==> images/final_placement.png <==
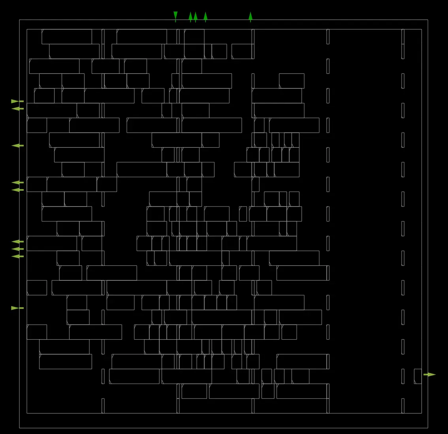
==> images/registers.png <==
The bar under the picture is 20 µm long.
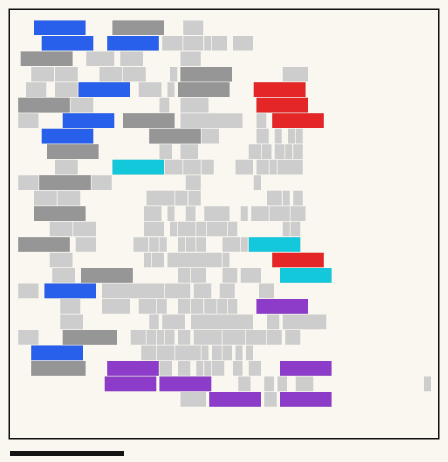
$ cat src/rtl/uart_pkg.sv
// Shared UART definitions: parity modes and receiver FSM states.
// Used by both the receive and transmit blocks.
package uart_pkg;

    localparam int PAR_NONE = 0;
    localparam int PAR_ODD  = 1;
    localparam int PAR_EVEN = 2;

    typedef enum logic [2:0] {
        IDLE,
        START,
        DATA,
        PAR,
        STOP,
        BRK
    } rx_state_t;

endpackage

$ cat src/rtl/sync_2ff.sv
// Two-flop synchroniser for a single asynchronous bit.
// RST_VAL sets the value both flops take during reset.
module sync_2ff #(
    parameter logic RST_VAL = 1'b1
) (
    input  logic clk,
    input  logic rst,
    input  logic d,
    output logic q
);

    logic meta;

    always_ff @(posedge clk or posedge rst) begin
        if (rst) begin
            meta <= RST_VAL;
            q    <= RST_VAL;
        end else begin
            meta <= d;
            q    <= meta;
        end
    end

endmodule

$ cat src/rtl/uart_rx_cfg.sv
// Configurable UART receiver: 5-9 data bits, optional parity, 1-2 stop bits.
// Samples mid-bit, reports parity and framing errors alongside each word.
module uart_rx_cfg
    import uart_pkg::*;
#(
    parameter int CLK_PER_BIT = 100,
    parameter int DATA_BITS   = 8,
    parameter int PARITY      = 0,
    parameter int STOP_BITS   = 1
) (
    input  logic                 clk,
    input  logic                 rst,
    input  logic                 serial_line,
    output logic                 ready,
    output logic [DATA_BITS-1:0] data,
    output logic                 parity_err,
    output logic                 frame_err,
    output logic                 busy
);

    localparam int CW = $clog2(CLK_PER_BIT);
    localparam logic [CW-1:0] HALF = CW'(CLK_PER_BIT / 2 - 1);
    localparam logic [CW-1:0] FULL = CW'(CLK_PER_BIT - 1);
    localparam logic [3:0] LAST_D = 4'(DATA_BITS - 1);
    localparam logic [3:0] LAST_S = 4'(STOP_BITS - 1);

    rx_state_t            state;
    logic [CW-1:0]        cnt;
    logic [3:0]           idx;
    logic [DATA_BITS-1:0] sr;
    logic                 perr;
    logic                 ferr;
    logic                 rx_s;
    logic                 stop_low;
    logic                 tick;

    sync_2ff #(.RST_VAL(1'b1)) u_sync (
        .clk (clk),
        .rst (rst),
        .d   (serial_line),
        .q   (rx_s)
    );

    assign tick     = (cnt == '0);
    assign stop_low = ferr | ~rx_s;

    always_ff @(posedge clk or posedge rst) begin
        if (rst) begin
            state      <= IDLE;
            cnt        <= '0;
            idx        <= '0;
            sr         <= '0;
            perr       <= 1'b0;
            ferr       <= 1'b0;
            ready      <= 1'b0;
            data       <= '0;
            parity_err <= 1'b0;
            frame_err  <= 1'b0;
            busy       <= 1'b0;
        end else begin
            ready <= 1'b0;
            unique case (state)
                IDLE: begin
                    if (!rx_s) begin
                        cnt   <= HALF;
                        state <= START;
                        busy  <= 1'b1;
                    end
                end
                START: begin
                    if (!tick) begin
                        cnt <= cnt - 1'b1;
                    end else if (rx_s) begin
                        state <= IDLE;
                        busy  <= 1'b0;
                    end else begin
                        cnt   <= FULL;
                        idx   <= '0;
                        state <= DATA;
                    end
                end
                DATA: begin
                    if (!tick) begin
                        cnt <= cnt - 1'b1;
                    end else begin
                        sr  <= {rx_s, sr[DATA_BITS-1:1]};
                        cnt <= FULL;
                        if (idx == LAST_D) begin
                            idx   <= '0;
                            perr  <= 1'b0;
                            ferr  <= 1'b0;
                            state <= (PARITY != PAR_NONE) ? PAR : STOP;
                        end else begin
                            idx <= idx + 1'b1;
                        end
                    end
                end
                PAR: begin
                    if (!tick) begin
                        cnt <= cnt - 1'b1;
                    end else begin
                        // Total XOR of data plus parity bit is 1 for odd, 0 for even
                        perr  <= (^sr ^ rx_s) != (PARITY == PAR_ODD);
                        cnt   <= FULL;
                        state <= STOP;
                    end
                end
                STOP: begin
                    if (!tick) begin
                        cnt <= cnt - 1'b1;
                    end else begin
                        cnt  <= FULL;
                        ferr <= stop_low;
                        if (idx == LAST_S) begin
                            idx        <= '0;
                            ready      <= 1'b1;
                            data       <= sr;
                            parity_err <= (PARITY != PAR_NONE) && perr;
                            frame_err  <= stop_low;
                            if (stop_low) begin
                                state <= BRK;
                            end else begin
                                state <= IDLE;
                                busy  <= 1'b0;
                            end
                        end else begin
                            idx <= idx + 1'b1;
                        end
                    end
                end
                BRK: begin
                    if (rx_s) begin
                        state <= IDLE;
                        busy  <= 1'b0;
                    end
                end
                default: begin
                    state <= IDLE;
                    busy  <= 1'b0;
                end
            endcase
        end
    end

endmodule

$ cat config.mk
export PLATFORM = sky130hd
export DESIGN_NAME = uart_rx_cfg
export DESIGN_NICKNAME = d
export VERILOG_FILES = /design/src/rtl/uart_pkg.sv /design/src/rtl/sync_2ff.sv /design/src/rtl/uart_rx_cfg.sv
export SDC_FILE = /design/constraint.sdc
export NUM_CORES = 1
export LEC_CHECK = 0
export CAP_MARGIN = 20
export CORE_MARGIN = 1
export CORE_UTILIZATION = 35
export CTS_CLUSTER_DIAMETER = 100
export DETAILED_ROUTE_END_ITERATION = 8
export PLACE_DENSITY = 0.58
export SYNTH_ARGS = -nofsm -noshare
export SYNTH_HDL_FRONTEND = slang
export SYNTH_SLANG_ARGS = --single-unit
export TNS_END_PERCENT = 30
$ cat constraint.sdc
create_clock -name clk -period 2.9 [get_ports clk]
set_input_delay 0.725 -clock clk [delete_from_list [all_inputs] [get_ports clk]]
set_output_delay 0.725 -clock clk [all_outputs]
set_load 0.01 [all_outputs]
==> impl_report.txt <==
RUN METRICS
----------------------------------------------------
[Status]
  Status ........................ completed

[Global routing]
  All-layer global routing usage ........................ 14.4%
  Wire length of the first global-routing pass ........................ 6020 µm
  GR Util met2 ........................ 23.6%
  Vias in the first global route ........................ 1,293
  Met3 routing resource usage after global routing ........................ 3.75%

[Setup path]
  Number of gates on the worst path with buffers counted ........................ 3
  Critical R2R Launch ........................ state[2]$_DFFE_PP0P_
  Maximum single-stage delay on the critical path ........................ 0.66 ns
  Endpoint required time on the critical path ........................ 3.08 ns
  Category of the worst setup path launch point ........................ flop
  Critical-path top delay cell ........................ sky130_fd_sc_hd__dfrtp_1
  Start-to-end type of the worst setup path ........................ flop to flop
  CP endpoint kind ........................ flop

[Layout]
  Share of the final layout cell area in multi-input gates ........................ 39.5%
  Largest area class, layout ........................ flip-flops and latches
  Total area of sequential cells ........................ 903 µm²
  Clock buffers and inverters, area share ........................ 7.19%

[Floorplan]
  DIE WIDTH ........................ 75.2 µm

[Route]
  Via-per-instance ratio ........................ 5.24
  Via count ........................ 1,332

[Synthesis]
  Post-synth top cells ........................ sky130_fd_sc_hd__dfrtp_1, sky130_fd_sc_hd__inv_1, sky130_fd_sc_hd__nand2_1
  Most frequently used flop master after synthesis ........................ sky130_fd_sc_hd__dfrtp_1
  Post-synthesis net count ........................ 176
  Post-synth ARST share ........................ 100%
  Count of library flops with an enable pin ........................ 0
  Cell types with the largest area share after synthesis ........................ sky130_fd_sc_hd__dfrtp_1, sky130_fd_sc_hd__mux2_1, sky130_fd_sc_hd__mux2_2

[Placed design]
  Post-placement cell area ........................ 0.00205 mm²

[STA]
  Clock Skews ........................ 0.00625 ns
  Share of the clock period used by the worst path ........................ 80.9%
  Slew at the pin closest to its max-slew limit ........................ 0.596 ns

[CTS]
  Clock sink count ........................ 36
  TritonCTS clock tree ........................ done
  Post-CTS Hold Fix Bufs ........................ 0
  Clock tree root buffer cell ........................ sky130_fd_sc_hd__clkbuf_8

[Pwr]
  Switching part of the total ........................ 17.0%
  Switching component of the power ........................ 0.193 mW
  P per Cell Area ........................ 513 mW/mm²

[Min path]
  Worst hold endpoint ........................ u_sync.q$_DFF_PP1_

----------------------------------------------------
## Picture notes: final_placement.png
Seq/total area: 40.9%
post-route non-filler standard cell count: 254
Flops: 36

## Picture notes: registers.png
idx: shown in red, placed flops 4. cnt: shown in purple, placed flops 7, where bottom middle. state: shown in cyan, placed flops 3. sr: shown in blue, placed flops 8.
Another 14 sequential cells are not coloured.

Power figures rest on the tool's default switching activity, not on a simulated workload.
